===== src/rtl/pipeline_pkg.sv =====
// pipeline_pkg: shared widths, the reset PC and the sequencer FSM encoding.
// Used by pc_sequencer_if, pc_next_mux and pc_sequencer.
// Build option: PC_SEQUENCER_STEP_EN adds single-step inputs to the sequencer.
package pipeline_pkg;

  localparam int PC_WIDTH    = 11;
  localparam int RESET_PC    = 0;
  localparam int COUNT_WIDTH = 16;

  typedef logic [PC_WIDTH-1:0]    pc_t;
  typedef logic [COUNT_WIDTH-1:0] count_t;

  typedef enum logic [1:0] {
    ST_IDLE = 2'd0,
    ST_RUN  = 2'd1,
    ST_HALT = 2'd2
  } seq_state_e;

endpackage


===== src/rtl/pc_sequencer_if.sv =====
// pc_sequencer_if: bundle of the PC sequencer's control and PC signals.
//   master modport : the surrounding pipeline (drives start/hazards/redirects,
//                    reads next-PC, enables, flags and count)
//   slave modport  : pc_sequencer itself
// Build option: PC_SEQUENCER_STEP_EN adds step_mode and step (master -> slave).
interface pc_sequencer_if;
  import pipeline_pkg::*;

  logic   start;
  pc_t    pc_actual;
  logic   stall;
  logic   branch_taken;
  pc_t    branch_target;
  logic   jump;
  pc_t    jump_target;
  logic   halt_instr;
  pc_t    siguiente_pc;
  logic   enable_pc;
  logic   flush_if_id;
  logic   running;
  logic   halted;
  count_t instr_count;

`ifdef PC_SEQUENCER_STEP_EN
  logic   step_mode;
  logic   step;

  modport master (
    output start, pc_actual, stall, branch_taken, branch_target,
           jump, jump_target, halt_instr, step_mode, step,
    input  siguiente_pc, enable_pc, flush_if_id, running, halted, instr_count
  );
  modport slave (
    input  start, pc_actual, stall, branch_taken, branch_target,
           jump, jump_target, halt_instr, step_mode, step,
    output siguiente_pc, enable_pc, flush_if_id, running, halted, instr_count
  );
`else
  modport master (
    output start, pc_actual, stall, branch_taken, branch_target,
           jump, jump_target, halt_instr,
    input  siguiente_pc, enable_pc, flush_if_id, running, halted, instr_count
  );
  modport slave (
    input  start, pc_actual, stall, branch_taken, branch_target,
           jump, jump_target, halt_instr,
    output siguiente_pc, enable_pc, flush_if_id, running, halted, instr_count
  );
`endif

endinterface


===== src/rtl/pc_next_mux.sv =====
// pc_next_mux: purely combinational next-PC priority selector.
//   pc_actual                    : current PC
//   branch_taken/branch_target   : highest-priority redirect
//   jump/jump_target             : second-priority redirect
//   stall                        : freeze when no redirect is present
//   next_pc                      : selected next PC (pc_actual+1 wraps at 11 bits)
//   load                         : 1 when next_pc should be loaded
module pc_next_mux
  import pipeline_pkg::*;
(
  input  pc_t  pc_actual,
  input  logic branch_taken,
  input  pc_t  branch_target,
  input  logic jump,
  input  pc_t  jump_target,
  input  logic stall,
  output pc_t  next_pc,
  output logic load
);

  always_comb begin
    next_pc = pc_actual;
    load    = 1'b0;
    if (branch_taken) begin
      next_pc = branch_target;
      load    = 1'b1;
    end else if (jump) begin
      next_pc = jump_target;
      load    = 1'b1;
    end else if (!stall) begin
      // natural PC_WIDTH overflow gives the 2047 -> 0 wrap
      next_pc = pc_actual + pc_t'(1);
      load    = 1'b1;
    end
  end

endmodule


===== src/rtl/pc_sequencer.sv =====
// pc_sequencer: IDLE/RUN/HALT control of the program counter.
//   clock, reset : system clock; asynchronous active-high reset
//   bus (slave)  : start, pc_actual, stall, branch/jump redirects, halt_instr in;
//                  siguiente_pc, enable_pc, flush_if_id, running, halted,
//                  instr_count out
// Build option: PC_SEQUENCER_STEP_EN gates PC updates and halt acceptance to
// cycles with step=1 while step_mode=1.
module pc_sequencer
  import pipeline_pkg::*;
(
  input  logic           clock,
  input  logic           reset,
  pc_sequencer_if.slave  bus
);

  seq_state_e state_q, state_d;
  count_t     count_q, count_d;

  pc_t  mux_pc;
  logic mux_load;
  logic step_ok;
  logic redirect;
  logic enable_c;
  logic flush_c;
  pc_t  next_pc_c;

  pc_next_mux u_next_mux (
    .pc_actual     (bus.pc_actual),
    .branch_taken  (bus.branch_taken),
    .branch_target (bus.branch_target),
    .jump          (bus.jump),
    .jump_target   (bus.jump_target),
    .stall         (bus.stall),
    .next_pc       (mux_pc),
    .load          (mux_load)
  );

`ifdef PC_SEQUENCER_STEP_EN
  assign step_ok = !bus.step_mode || bus.step;
`else
  assign step_ok = 1'b1;
`endif

  assign redirect = bus.branch_taken || bus.jump;

  always_comb begin
    state_d   = state_q;
    enable_c  = 1'b0;
    flush_c   = 1'b0;
    next_pc_c = bus.pc_actual;
    case (state_q)
      ST_IDLE: if (bus.start) state_d = ST_RUN;
      ST_RUN: begin
        if (step_ok) begin
          // a halt decoded alongside a redirect is on the wrong path
          if (bus.halt_instr && !redirect) begin
            state_d = ST_HALT;
          end else begin
            enable_c = mux_load;
            flush_c  = redirect;
            if (mux_load) next_pc_c = mux_pc;
          end
        end
      end
      ST_HALT: state_d = ST_HALT;
      default: state_d = ST_IDLE;
    endcase
  end

  assign count_d = (enable_c && (count_q != '1)) ? count_q + count_t'(1) : count_q;

  always_ff @(posedge clock or posedge reset) begin
    if (reset) begin
      state_q <= ST_IDLE;
      count_q <= '0;
    end else begin
      state_q <= state_d;
      count_q <= count_d;
    end
  end

  assign bus.siguiente_pc = next_pc_c;
  assign bus.enable_pc    = enable_c;
  assign bus.flush_if_id  = flush_c;
  assign bus.running      = (state_q == ST_RUN);
  assign bus.halted       = (state_q == ST_HALT);
  assign bus.instr_count  = count_q;

endmodule


===== src/flat_wrapper.sv =====
// flat-port wrapper written by rule: the top's interface ports become plain ports
module pc_sequencer_flat import pipeline_pkg::*;
  (clock, reset, bus_start, bus_pc_actual, bus_stall, bus_branch_taken, bus_branch_target, bus_jump, bus_jump_target, bus_halt_instr, bus_siguiente_pc, bus_enable_pc, bus_flush_if_id, bus_running, bus_halted, bus_instr_count);
  pc_sequencer_if bus_i ();
  input  logic clock;
  input  logic reset;
  input wire logic [$bits(bus_i.start)-1:0] bus_start;
  input wire logic [$bits(bus_i.pc_actual)-1:0] bus_pc_actual;
  input wire logic [$bits(bus_i.stall)-1:0] bus_stall;
  input wire logic [$bits(bus_i.branch_taken)-1:0] bus_branch_taken;
  input wire logic [$bits(bus_i.branch_target)-1:0] bus_branch_target;
  input wire logic [$bits(bus_i.jump)-1:0] bus_jump;
  input wire logic [$bits(bus_i.jump_target)-1:0] bus_jump_target;
  input wire logic [$bits(bus_i.halt_instr)-1:0] bus_halt_instr;
  output wire logic [$bits(bus_i.siguiente_pc)-1:0] bus_siguiente_pc;
  output wire logic [$bits(bus_i.enable_pc)-1:0] bus_enable_pc;
  output wire logic [$bits(bus_i.flush_if_id)-1:0] bus_flush_if_id;
  output wire logic [$bits(bus_i.running)-1:0] bus_running;
  output wire logic [$bits(bus_i.halted)-1:0] bus_halted;
  output wire logic [$bits(bus_i.instr_count)-1:0] bus_instr_count;
  assign bus_i.start = bus_start;
  assign bus_i.pc_actual = bus_pc_actual;
  assign bus_i.stall = bus_stall;
  assign bus_i.branch_taken = bus_branch_taken;
  assign bus_i.branch_target = bus_branch_target;
  assign bus_i.jump = bus_jump;
  assign bus_i.jump_target = bus_jump_target;
  assign bus_i.halt_instr = bus_halt_instr;
  assign bus_siguiente_pc = bus_i.siguiente_pc;
  assign bus_enable_pc = bus_i.enable_pc;
  assign bus_flush_if_id = bus_i.flush_if_id;
  assign bus_running = bus_i.running;
  assign bus_halted = bus_i.halted;
  assign bus_instr_count = bus_i.instr_count;
  pc_sequencer u_core (.clock(clock), .reset(reset), .bus(bus_i));
endmodule

===== config.mk =====
export PLATFORM = sky130hd
export DESIGN_NAME = pc_sequencer_flat
export DESIGN_NICKNAME = d
export VERILOG_FILES = /design/src/rtl/pipeline_pkg.sv /design/src/rtl/pc_sequencer_if.sv /design/src/rtl/pc_next_mux.sv /design/src/rtl/pc_sequencer.sv /design/src/flat_wrapper.sv
export SDC_FILE = /design/constraint.sdc
export NUM_CORES = 1
export LEC_CHECK = 0
export CELL_PAD_IN_SITES_DETAIL_PLACEMENT = 0
export CELL_PAD_IN_SITES_GLOBAL_PLACEMENT = 2
export CORE_ASPECT_RATIO = 1.25
export CORE_MARGIN = 5
export CORE_UTILIZATION = 25
export DETAILED_ROUTE_END_ITERATION = 16
export PLACE_DENSITY_LB_ADDON = 0.1
export SLEW_MARGIN = 5
export SYNTH_ARGS = -nofsm -noshare
export SYNTH_HDL_FRONTEND = slang
export SYNTH_HIERARCHICAL = 1
export SYNTH_SLANG_ARGS = --single-unit

===== constraint.sdc =====
create_clock -name clock -period 3.9 [get_ports clock]
set_clock_uncertainty 0.05 [all_clocks]
set_input_delay 0.78 -clock clock [delete_from_list [all_inputs] [get_ports clock]]
set_output_delay 0.78 -clock clock [all_outputs]
set_load 0.01 [all_outputs]

==> results.sh, run 1 <==
# physical design summary
export IMPL_synthXorXnorAreaFrac_pct=12.1
export IMPL_r2r_start="u_core/state_q[1]"
export IMPL_min_to="u_core/bus.instr_count[15]"
export IMPL_fmax_mhz=265
export IMPL_insertion_delay_ns=0.25
export IMPL_synth_seq_share_pct=29.5
export IMPL_crit_buf_inv=2
export IMPL_syn_num_nets=214
export IMPL_min_from="u_core/bus.instr_count[15]"
export IMPL_crit_type="input port to primary output"
export IMPL_p_leak_nw=0.997
export IMPL_grt_pass1_vias=1748
export IMPL_gp_congestion=0.755
export IMPL_power_leader="combinational logic"
export IMPL_die_area_um2=7770
export IMPL_synthCells=169
export IMPL_coreArea_um2=5860
export IMPL_yosys_area_share_aoi_pct=10.5
export IMPL_wl_per_cell_um=14.9
export IMPL_synth_flop_count=18
export IMPL_rrSetupSlack_ns=1.81
export IMPL_wl_um=4900
export IMPL_status="completed"
export IMPL_cts_resized=0
export IMPL_grt_pass1_wl_um=7970
export IMPL_yosys_warnings=6
export IMPL_crit_required_ns=3.07
export IMPL_antenna_left=0
export IMPL_top_logic_kind="simple AND/OR/NAND/NOR gates"
export IMPL_firstDrtPassIters=5
export IMPL_crit_arrival_ns=2.95
export IMPL_drv_cap=0
export IMPL_seqPwrFrac_pct=31.8
export IMPL_r2r_cells=7
export IMPL_clock_path_buffers=2
export IMPL_period_used_pct=96.9
-- run 1: routing by layer --
metal  GRT usage [%]  part of all wire, %  up-vias
li1                -                    -      769
met1            12.9                   38      714
met2            25.0                   55       47
met3            2.13                  5.1        4
met4            3.90                  1.0        0
met5               0                    0        -
-- run 1: per-stage QoR --
step / hold slack (ns) / power (mW) / std cells / utilization [%] / cell area (um2)
final: 0.452 / 0.821 / 330 / 41.8 / 2450
after global routing: 0.479 / 0.877 / 330 / 41.8 / 2450
after CTS: 0.463 / 0.834 / 329 / 41.4 / 2430
after detailed placement: 0.454 / 0.701 / 326 / 40.7 / 2380
after global placement: 0.436 / 0.690 / 326 / 40.7 / 2380
after floorplan: 0.439 / 0.477 / 169 / - / 1530
-- run 1: kinds of logic after synthesis --
kind of cell    count (synthesis)
mux                            16
buf+inv                        15
fa+ha+maj                       5
xor+xnor                       21
simple gates                   69
compound gates                 25
flops                          18
-- run 1: synth_stat cells (3+ instances only) --
master | count | share of area, %
dfrtp_1 | 18 | 30
xnor2_1 | 18 | 10
nand2_1 | 15 | 3.7
mux2_2 | 13 | 9.6
nand3_1 | 11 | 3.6
inv_1 | 9 | 2.2
nand4_1 | 6 | 2.5
nor2_1 | 6 | 1.5
a21oi_1 | 5 | 1.6
a22oi_1 | 5 | 2.5
ha_1 | 5 | 4.1
nor3_1 | 4 | 1.3
o21ai_0 | 4 | 1.3
and3_1 | 3 | 1.2
buf_2 | 3 | 0.98
clkbuf_1 | 3 | 0.74
nor2b_1 | 3 | 1.2
o21ai_1 | 3 | 0.98
xor2_1 | 3 | 1.7
-- run 1: final cells by class --
class / count / area (um2)
fillers: 585 / 3410
multi-input cells: 136 / 1020
repair buffers: 82 / 798
flip-flops and latches: 18 / 450
well taps: 82 / 103
clock buffers: 3 / 41.3
inverters: 9 / 33.8
Fig. 1: run 1, placement by cell class
Scale: 4 px per um. Fill, decap, tap and diode cells in gray.
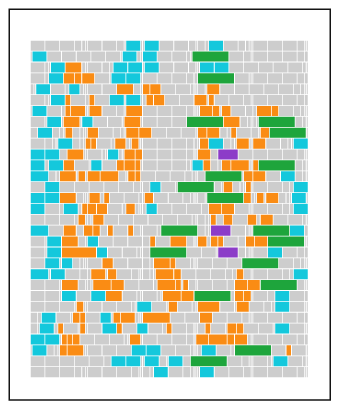
other buffers and delay cells: marked cyan, cells 82, share of their area 34%. cells driving clock nets: marked purple, cells 3, share of their area 1.8%. all other logic: marked orange, cells 145, share of their area 45%. flip-flops: marked green, cells 18, share of their area 19%.

Fig. 2: run 1, routed clock nets over the placement
Scale: 6 px per um.
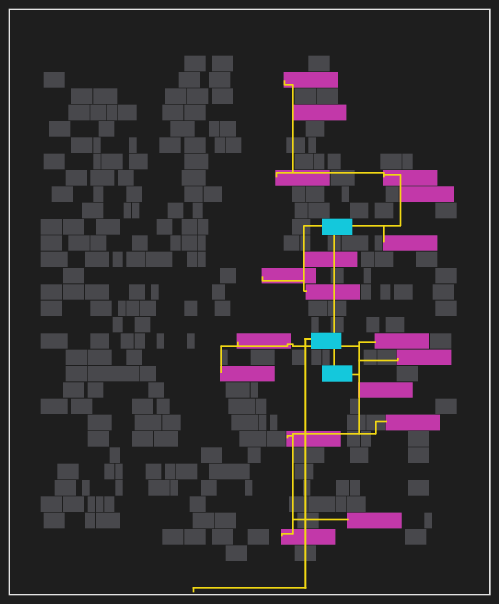
flip-flops: marked magenta, count 18. cells driving clock nets: marked cyan, count 3. clock wires: marked yellow, length 277 um.
There are 4 routed clock nets.

Fig. 3: run 1, clock routing
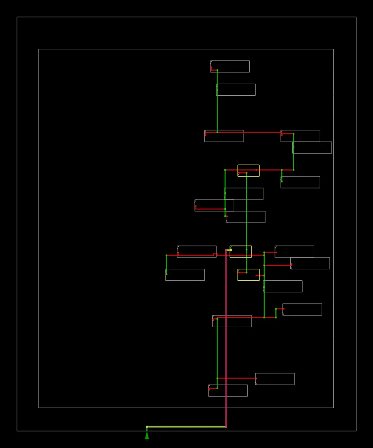
Clock Sinks: 18
clock group power: 0.130 mW

Fig. 4: run 1, cell density map
Scale: 3 px per um. The die is cut into 8 by 10 equal tiles; black is low, pale yellow is high, 0 to 100% covered.
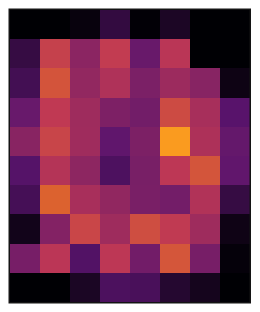

==> run 2, diff against run 1 <==
==> constraint.sdc (replaced) <==
create_clock -name clock -period 3.9 [get_ports clock]
set_clock_uncertainty 0.05 [all_clocks]
set_input_delay 0.585 -clock clock [delete_from_list [all_inputs] [get_ports clock]]
set_output_delay 0.585 -clock clock [all_outputs]
set_load 0.01 [all_outputs]
Fig. 5: run 2, cell density map
Scale: 3 px per um. The die is cut into 8 by 10 equal tiles; black is low, pale yellow is high, 0 to 100% covered.
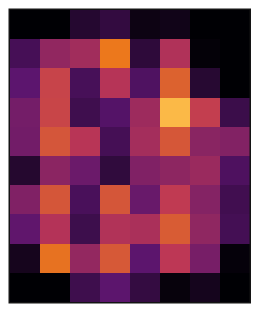
The emptiest ninth of the die: top right. 15% of the tiles are nearly empty. The fullest tile reaches 85%. The mean over all tiles is 29%. 1.3% of the tiles are over 75% full.

==> run 2 against run 1 <==
  * Register-to-register slack is essentially flat
  * Critical path depth grew 1
  * Cell count decreased by 2.4%
  * Setup slack improved by 0.24 ns
  * Fmax up 6.7%
  * Global-route usage shrank 0.16 points
==> results.sh, run 2 <==
# physical design summary
export IMPL_status="completed"
export IMPL_synth_seq_share_pct=29.5
export IMPL_die_area_um2=7770
export IMPL_power_leader="combinational logic"
export IMPL_synth_flop_count=18
export IMPL_p_clk_mw=0.128
export IMPL_drv_cap=0
export IMPL_r2r_start="u_core/state_q[1]"
export IMPL_cts_resized=0
export IMPL_p_leak_nw=0.932
export IMPL_crit_type="input port to primary output"
export IMPL_wl_per_cell_um=14.6
export IMPL_top_area_cell="dfrtp_1"
export IMPL_grt_pass1_wl_um=7760
export IMPL_yosys_warnings=6
export IMPL_antenna_left=0
export IMPL_min_to="u_core/bus.instr_count[15]"
export IMPL_wl_um=4710
export IMPL_top_area_share_pct=29.5
export IMPL_fmax_mhz=282
export IMPL_crit_required_ns=3.26
export IMPL_r2r_cells=7
export IMPL_firstDrtPassIters=4
export IMPL_fill_cells=602
export IMPL_rrSetupSlack_ns=1.80
export IMPL_clock_path_buffers=2
export IMPL_clock_sinks=18
[run 2: cell counts after synthesis]
No cell type changed its count.
[run 2: critical path: cells and delay by family]
| family | cells | cell delay, ns |
|---|---|---|
| multiplexers | 1 | 0.14 |
| AND/OR/NAND/NOR | 4 | 1.13 |
| buffers and inverters | 2 | 1.05 |
[run 2: stage by stage]
step           std cells  cell area, um2  power [mW]
5_1_grt              322            2370       0.870
2_1_floorplan        169            1530       0.477
3_3_place_gp         319            2330       0.686
6_report             322            2370       0.812
4_1_cts              322            2370       0.826
3_5_place_dp         319            2330       0.696
[run 2: layer usage]
layer | GRT usage, % | share of wire [%] | vias up | wire (um)
met5 | 0 | 0 | - | 0
met3 | 2.04 | 4.6 | 6 | 218
met1 | 13.3 | 40 | 710 | 1910
li1 | - | - | 753 | -
met2 | 23.6 | 53 | 47 | 2500
met4 | 4.94 | 1.7 | 0 | 82
[run 2: layout make-up]
type / instances / area [um2] / share of cell area [%]
Clock buffer: 3 / 41.3 / 1.74
Inverter: 9 / 33.8 / 1.42
Multi-Input combinational cell: 136 / 1010 / 42.8
Sequential cell: 18 / 450 / 19.0
Tap cell: 82 / 103 / 4.32
Timing Repair Buffer: 74 / 731 / 30.8
[run 2: cells by family (layout without fill, tap and decap cells)]
| kind of cell | after synthesis | in the layout | synth area share (%) |
|---|---|---|---|
| xor+xnor | 21 | 21 | 12.1 |
| simple gates | 69 | 69 | 28.0 |
| buf+inv | 15 | 86 | 3.94 |
| fa+ha+maj | 5 | 5 | 4.10 |
| compound gates | 25 | 25 | 10.5 |
| flops | 18 | 18 | 29.5 |
| mux | 16 | 16 | 11.9 |
Fig. 6: run 2, placement by cell class
Scale: 4 px per um. Fill, decap, tap and diode cells in gray.
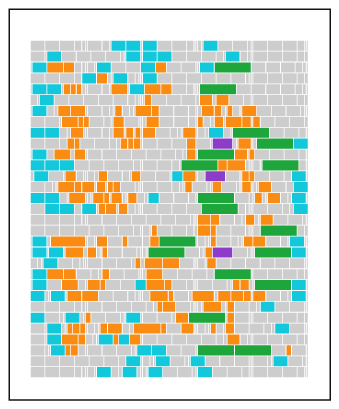

==> run 3, diff against run 2 <==
--- a/config.mk
+++ b/config.mk
@@ -9,7 +9,7 @@
 export CELL_PAD_IN_SITES_GLOBAL_PLACEMENT = 2
 export CORE_ASPECT_RATIO = 1.25
 export CORE_MARGIN = 5
-export CORE_UTILIZATION = 25
+export CORE_UTILIZATION = 21
 export DETAILED_ROUTE_END_ITERATION = 16
 export PLACE_DENSITY_LB_ADDON = 0.1
 export SLEW_MARGIN = 5
==> constraint.sdc (replaced) <==
create_clock -name clock -period 3 [get_ports clock]
set_clock_uncertainty 0.05 [all_clocks]
set_input_delay 0.45 -clock clock [delete_from_list [all_inputs] [get_ports clock]]
set_output_delay 0.45 -clock clock [all_outputs]
set_load 0.01 [all_outputs]
Fig. 7: run 3, placement by cell class
Scale: 4 px per um. Fill, decap, tap and diode cells in gray.
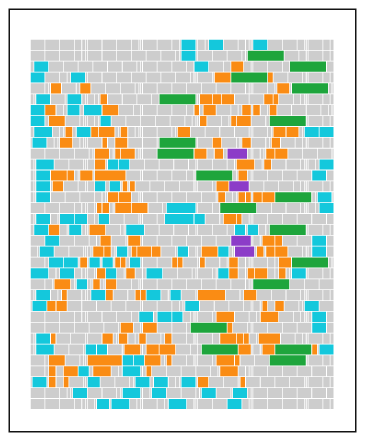
sequential cell area share: 17.0%
core area: 7020 um2
# rows: 34
Util after Layout: 37.8%
Final Instance Area: 2650 um2

==> run 3 against run 2 <==
  * Cell count rose by 10%
  * Flip-flop count did not move
  * Synthesized cell count did not move
  * Global-route usage fell by 0.81 points
  * Largest power group unchanged
  * Worst hold slack improved by 0.022 ns
  * Register-to-register slack got worse by 0.87 ns
  * Largest cell class unchanged
  * Via count rose by 4.6%
  * Clock power rose by 59%
  * Combinational power rose by 44%
  * Sequential share of layout area fell by 2.0 points
==> results.sh, run 3 <==
# physical design summary
export IMPL_status="completed"
export IMPL_synth_flop_count=18
export IMPL_top_area_cell="dfrtp_1"
export IMPL_wl_per_cell_um=14.5
export IMPL_ys_sh_simple_pct=28.0
export IMPL_synthTopCellsByArea="dfrtp_1 (30%), xnor2_1 (10%), mux2_2 (9.6%)"
export IMPL_rrSetupSlack_ns=0.93
export IMPL_grt_pass1_vias=1679
export IMPL_insertion_delay_ns=0.25
export IMPL_grt_pass1_wl_um=8440
export IMPL_firstDrtPassIters=4
export IMPL_synth_cells_most_frequent="dfrtp_1 (18), xnor2_1 (18), nand2_1 (15), mux2_2 (13), nand3_1 (11)"
export IMPL_r2r_start="u_core/state_q[1]"
export IMPL_seqPwrFrac_pct=29.5
export IMPL_yosys_area_share_aoi_pct=10.5
export IMPL_antenna_left=0
export IMPL_ys_sh_adder_pct=4.10
export IMPL_synth_seq_share_pct=29.5
export IMPL_top_logic_kind="simple AND/OR/NAND/NOR gates"
export IMPL_syn_num_nets=214
==> run 3: layout make-up <==
| cell class | count | area [um2] |
|---|---|---|
| Fill cell | 751 | 4370 |
| Multi-Input combinational cell | 136 | 1040 |
| Timing Repair Buffer | 98 | 958 |
| Sequential cell | 18 | 450 |
| Tap cell | 90 | 113 |
| Clock buffer | 4 | 55.1 |
| Inverter | 9 | 33.8 |
==> run 3: timing repair <==
action                                  CTS  global route
buffers inserted                          0             1
gates cloned                              0             0
pin swaps                                 1             1
gates resized                             7            13
endpoints found under the setup margin    6             8
==> run 3: path summary, 6_finish.rpt <==
kind                                              end  cells after the start
hold / removal             u_core/bus.instr_count[15]                      1
min in group asynchronous   u_core/bus.instr_count[0]                      2
setup reg to reg            u_core/bus.instr_count[1]                      9
max in group asynchronous   u_core/bus.instr_count[5]                      2
setup / recovery                  bus_siguiente_pc[6]                      8
hold reg to reg            u_core/bus.instr_count[15]                      1
==> run 3: per-layer routing <==
metal	vias to the layer above	wire [um]	track usage (%)
met2	55	2710	21.6
met5	-	0	0
li1	803	-	-
met4	0	43	3.34
met1	726	2000	13.1
met3	2	386	2.58
==> run 3: power groups by stage <==
| stage | Clock, mW | Sequential, mW | Combinational (mW) |
|---|---|---|---|
| 5_1_grt | 0.223 | 0.348 | 0.663 |
| 2_1_floorplan | 0 | 0.349 | 0.271 |
| 6_report | 0.203 | 0.339 | 0.606 |
| 4_1_cts | 0.212 | 0.340 | 0.623 |
| 3_5_place_dp | 0 | 0.345 | 0.626 |
| 3_3_place_gp | 0 | 0.346 | 0.622 |
==> run 3: worst max-delay path: stages <==
cell             delay [ns]
clkdlybuf4s50_1        0.42
buf_4                  0.14
nand3b_1               0.23
buf_4                  0.19
or4_1                  0.41
nand3_1                0.09
mux2_2                 0.14
dlygate4sd2_1          0.27
Power figures rest on the tool's default switching activity, not on a simulated workload.
